`config.mk`:
```
export PLATFORM = sky130hd
export DESIGN_NAME = result_deserializer_flat
export DESIGN_NICKNAME = d
export VERILOG_FILES = /design/src/rtl/result_deserializer_pkg.sv /design/src/rtl/result_deserializer_if.sv /design/src/rtl/result_deserializer_serial_shift_in.sv /design/src/rtl/result_deserializer.sv /design/src/flat_wrapper.sv
export SDC_FILE = /design/constraint.sdc
export NUM_CORES = 1
export LEC_CHECK = 0
export CAP_MARGIN = 20
export CORE_MARGIN = 5
export CORE_UTILIZATION = 51
export DETAILED_ROUTE_END_ITERATION = 12
export HOLD_SLACK_MARGIN = 0.1
export PLACE_DENSITY = 0.82
export SYNTH_ARGS = -nofsm -noshare
export SYNTH_HDL_FRONTEND = slang
export SYNTH_SLANG_ARGS = --single-unit
```
`constraint.sdc`:
```
create_clock -name clk -period 2.23 [get_ports clk]
set_clock_uncertainty 0.05 [all_clocks]
set_input_delay 0.446 -clock clk [delete_from_list [all_inputs] [get_ports clk]]
set_output_delay 0.446 -clock clk [all_outputs]
set_load 0.005 [all_outputs]
```
`src/rtl/result_deserializer_pkg.sv`:
```
// result_deserializer_pkg: shared state encoding and default sizes for the result readout receiver
package result_deserializer_pkg;
  localparam int RES_DATA_W = 18;
  localparam int RES_NUM_WORDS = 32;
  typedef enum logic [2:0] {IDLE, WAIT_FIN, SELECT, STROBE, WAIT_BIT, PUSH, FIN} state_e;
endpackage

```
`src/rtl/result_deserializer_if.sv`:
```
// result_deserializer_if: valid/ready word stream carrying assembled result words
// out_data: assembled word, out_valid: word valid, out_ready: consumer accepts
interface result_deserializer_if #(parameter int DATA_W = result_deserializer_pkg::RES_DATA_W);
  logic [DATA_W-1:0] out_data;
  logic out_valid;
  logic out_ready;
  modport master (output out_data, out_valid, input out_ready);
  modport slave (input out_data, out_valid, output out_ready);
endinterface

```
`src/rtl/result_deserializer_serial_shift_in.sv`:
```
// serial_shift_in: MSB-first shift register, new bit enters at the LSB
// clk/rst: clock and sync reset, clr_i: clear, en_i: sample bit_i, data_o: register contents
module serial_shift_in import result_deserializer_pkg::*; #(
  parameter int DATA_W = RES_DATA_W
) (
  input  logic              clk,
  input  logic              rst,
  input  logic              clr_i,
  input  logic              en_i,
  input  logic              bit_i,
  output logic [DATA_W-1:0] data_o
);
  logic [DATA_W-1:0] data_q;
  always_ff @(posedge clk) begin
    if (rst || clr_i) data_q <= '0;
    else if (en_i) data_q <= DATA_W'({data_q, bit_i});
  end
  assign data_o = data_q;
endmodule

```
`src/rtl/result_deserializer.sv`:
```
// result_deserializer: host receiver that strobes the accelerator's serial readout port and emits words
// go_i: start request, finish_i: accelerator complete, cs_n_o/ry_o: select and bit strobe,
// read_data_i: serial bit, busy_o: session active, done_o: session end pulse, bus: word stream
module result_deserializer import result_deserializer_pkg::*; #(
  parameter int DATA_W    = RES_DATA_W,
  parameter int NUM_WORDS = RES_NUM_WORDS,
  parameter int RD_LAT    = 1
) (
  input  logic clk,
  input  logic rst,
  input  logic go_i,
  input  logic finish_i,
  input  logic read_data_i,
  output logic cs_n_o,
  output logic ry_o,
  output logic busy_o,
  output logic done_o,
  result_deserializer_if.master bus
);
  localparam int BW = DATA_W > 1 ? $clog2(DATA_W) : 1;
  localparam int WW = NUM_WORDS > 1 ? $clog2(NUM_WORDS) : 1;
  localparam int LW = $clog2(RD_LAT + 1);
  logic [2:0] state_q, state_d;
  logic [BW-1:0] bit_q, bit_d;
  logic [WW-1:0] word_q, word_d;
  logic [LW-1:0] lat_q, lat_d;
  logic cs_n_q, ry_q, valid_q, busy_q, done_q;
  logic sample, last_bit, last_word, accept;
  // the bit is taken on the last count-down cycle, RD_LAT cycles after the strobe
  assign sample = state_q == WAIT_BIT && lat_q == LW'(1);
  assign last_bit = bit_q == BW'(DATA_W - 1);
  assign last_word = word_q == WW'(NUM_WORDS - 1);
  assign accept = state_q == PUSH && bus.out_ready;
  always_comb begin
    state_d = state_q;
    case (state_q)
      IDLE:     state_d = go_i ? WAIT_FIN : IDLE;
      WAIT_FIN: state_d = finish_i ? SELECT : WAIT_FIN;
      SELECT:   state_d = STROBE;
      STROBE:   state_d = WAIT_BIT;
      WAIT_BIT: state_d = sample ? (last_bit ? PUSH : STROBE) : WAIT_BIT;
      PUSH:     state_d = bus.out_ready ? (last_word ? FIN : STROBE) : PUSH;
      default:  state_d = IDLE;
    endcase
  end
  assign bit_d = sample ? (last_bit ? '0 : bit_q + 1'b1) : bit_q;
  assign word_d = state_q == FIN ? '0 : (accept && !last_word) ? word_q + 1'b1 : word_q;
  assign lat_d = state_q == STROBE ? LW'(RD_LAT) : state_q == WAIT_BIT ? lat_q - 1'b1 : lat_q;
  // outputs are registered from the next state so they line up with state_q
  always_ff @(posedge clk) begin
    if (rst) begin
      state_q <= IDLE;
      bit_q <= '0;
      word_q <= '0;
      lat_q <= '0;
      cs_n_q <= 1'b1;
      ry_q <= 1'b0;
      valid_q <= 1'b0;
      busy_q <= 1'b0;
      done_q <= 1'b0;
    end else begin
      state_q <= state_d;
      bit_q <= bit_d;
      word_q <= word_d;
      lat_q <= lat_d;
      cs_n_q <= !(state_d inside {SELECT, STROBE, WAIT_BIT, PUSH});
      ry_q <= state_d == STROBE;
      valid_q <= state_d == PUSH;
      busy_q <= state_d != IDLE;
      done_q <= state_d == FIN;
    end
  end
  serial_shift_in #(.DATA_W(DATA_W)) u_shift (
    .clk(clk),
    .rst(rst),
    .clr_i(state_q == FIN),
    .en_i(sample),
    .bit_i(read_data_i),
    .data_o(bus.out_data)
  );
  assign bus.out_valid = valid_q;
  assign cs_n_o = cs_n_q;
  assign ry_o = ry_q;
  assign busy_o = busy_q;
  assign done_o = done_q;
endmodule
```
`src/flat_wrapper.sv`:
```
// flat-port wrapper written by rule: the top's interface ports become plain ports
module result_deserializer_flat import result_deserializer_pkg::*;
#(
  parameter int DATA_W    = RES_DATA_W,
  parameter int NUM_WORDS = RES_NUM_WORDS,
  parameter int RD_LAT    = 1
)
  (clk, rst, go_i, finish_i, read_data_i, cs_n_o, ry_o, busy_o, done_o, bus_out_data, bus_out_valid, bus_out_ready);
  result_deserializer_if #(.DATA_W(DATA_W)) bus_i ();
  input  logic clk;
  input  logic rst;
  input  logic go_i;
  input  logic finish_i;
  input  logic read_data_i;
  output logic cs_n_o;
  output logic ry_o;
  output logic busy_o;
  output logic done_o;
  output wire logic [$bits(bus_i.out_data)-1:0] bus_out_data;
  output wire logic [$bits(bus_i.out_valid)-1:0] bus_out_valid;
  input wire logic [$bits(bus_i.out_ready)-1:0] bus_out_ready;
  assign bus_out_data = bus_i.out_data;
  assign bus_out_valid = bus_i.out_valid;
  assign bus_i.out_ready = bus_out_ready;
  result_deserializer #(.DATA_W(DATA_W), .NUM_WORDS(NUM_WORDS), .RD_LAT(RD_LAT)) u_core (.clk(clk), .rst(rst), .go_i(go_i), .finish_i(finish_i), .read_data_i(read_data_i), .cs_n_o(cs_n_o), .ry_o(ry_o), .busy_o(busy_o), .done_o(done_o), .bus(bus_i));
endmodule
```
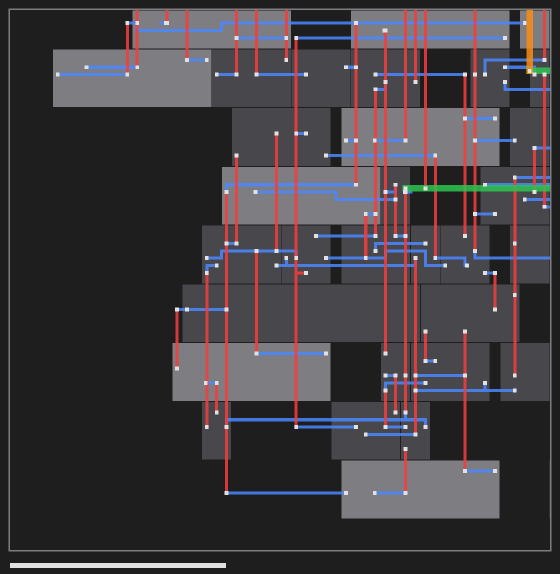
*Zoomed window*
The bar under the picture is 10 um long. Region (4, 4) to (29, 29) um. Cells in grey, sequential cells in the stronger grey; small squares are vias.
| layer | colour |
|---|---|
| metal 3 | green |
| metal 1 | blue |
| metal 4 | orange |
| metal 2 | red |
most frequent: dfxtp_1 (7), nor2_1 (4)
cells with their middle in the window: 27
netlist names of flops here include: `u_core.word_q` (5), `u_core.u_shift.data_o` (2)
sequential cells in the window: 7

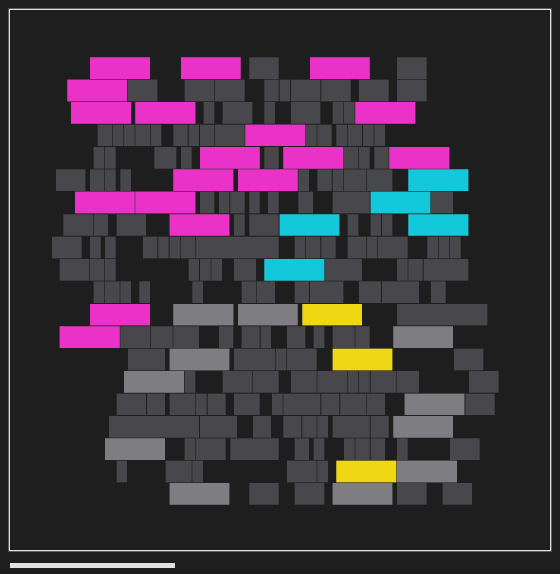
*Sequential cells grouped by signal name*
The bar under the picture is 20 um long. Other sequential cells in the stronger grey, the rest of the logic in the fainter grey.
| netlist name | colour | placed flops |
|---|---|---|
| `u_core.state_q` | yellow | 3 |
| `u_core.bit_q` | cyan | 5 |
| `u_core.u_shift.data_o` | magenta | 18 |
not coloured: 11
power consumed by sequential cells: 687 uW
fraction of area in registers: 37.9%
fraction of the core area covered by cells at the end of the flow: 65.1%
Seq. cell area: 741 um^2

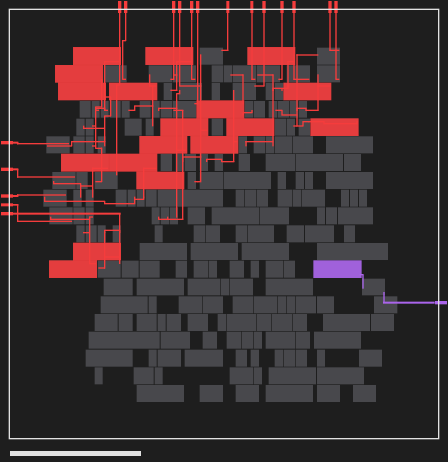
*Nets reached from selected ports*
The bar under the picture is 20 um long.
| port | colour | direction | edge | end cells | buffers | wire |
|---|---|---|---|---|---|---|
| `bus_out_valid` | purple | output | right | 1 | 1 | 11.6 um |
| `bus_out_data` | red | output | 13 top, 5 left | 18 | 18 | 527 um |

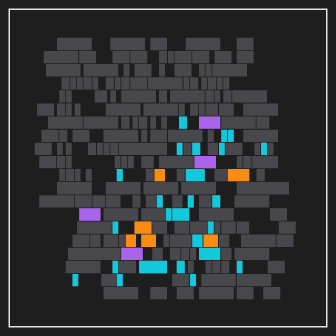
*Logic cells by family*
| family | colour | cells |
|---|---|---|
| NOR gates | cyan | 25 |
| adder and majority cells | purple | 4 |
| AND and OR gates | orange | 6 |

==> Slide: Implementation Results <==
Physical Implementation Snapshot

Logic synthesis
  – Logic family by area: simple AND/OR/NAND/NOR gates
  – Net count entering floorplan: 189
  – Mean area per synthesized cell: 8.79 um^2
  – Commonest flop: dfxtp_1

Routing
  – Vias per cell: 5.25
  – Router iterations before antenna repair: 4
  – Remaining antenna violation count after routing: 0
  – Post-detailed-routing wire length: 2990 um
  – DR WL met2: 1570 um
  – Met3 routed WL: 146 um

CTS
  – Clock Sinks: 37
  – Post-CTS sizing: 0

Global routing
  – GRT Residual Overflow: 0
  – GR Util met2: 29.7%
  – Number of global-route vias before repair: 1276

Final layout
  – ANT cells: 0
  – Multi-input gates: 127
  – Final nets: 216
  – Count of inverters not on the clock network in the layout: 5
  – Max-area cell class: multi-input combinational cells
  – Layout overhead on the synthesized area: 24.3%

Final timing
  – Hold Fails Final Rpt: 0

Setup path
  – Kind of start point of the critical path: flop
  – Family of cells with the greatest summed delay on the critical path: simple AND/OR/NAND/NOR gates
  – Required @ worst endpoint: 2.41 ns

Die
  – Overall die height: 65.5 um
  – Starting Density: 52.4%

Pwr
  – Total power divided by cell area: 681 mW/mm^2

Flow run
  – Stage-log warning count: 27

Status
  – Run status: complete, no violations

Placement
  – Number of port buffers: 28
## state kept, by name (all words and copies together), names as in the netlist
signal	count
u_core.cs_n_o	1
u_core.busy_o	1
u_core.word_q	5
u_core.bit_q	5
u_core.state_q	3
u_core.lat_q	1
u_core.done_o	1
u_core.bus.out_valid	1
u_core.ry_o	1
u_core.u_shift.data_o	18
## where the power goes
part	internal (uW)	switching [uW]
clock network	347	218
logic	40.7	37.5
registers	671	16.1
total	1060	271
## cells in the mapped netlist, types with 3 or more instances
cell type	n	area [um^2]
ha_1	4	50.1
mux2i_1	4	40.0
dfxtp_1	37	741
buf_4	3	22.5
a21oi_1	23	115
clkbuf_1	5	18.8
nor2_1	16	60.1
xor2_1	3	26.3
inv_1	5	18.8
nor3_1	4	20.0
nand2_1	41	154
Power is estimated from default activity; no workload was simulated.
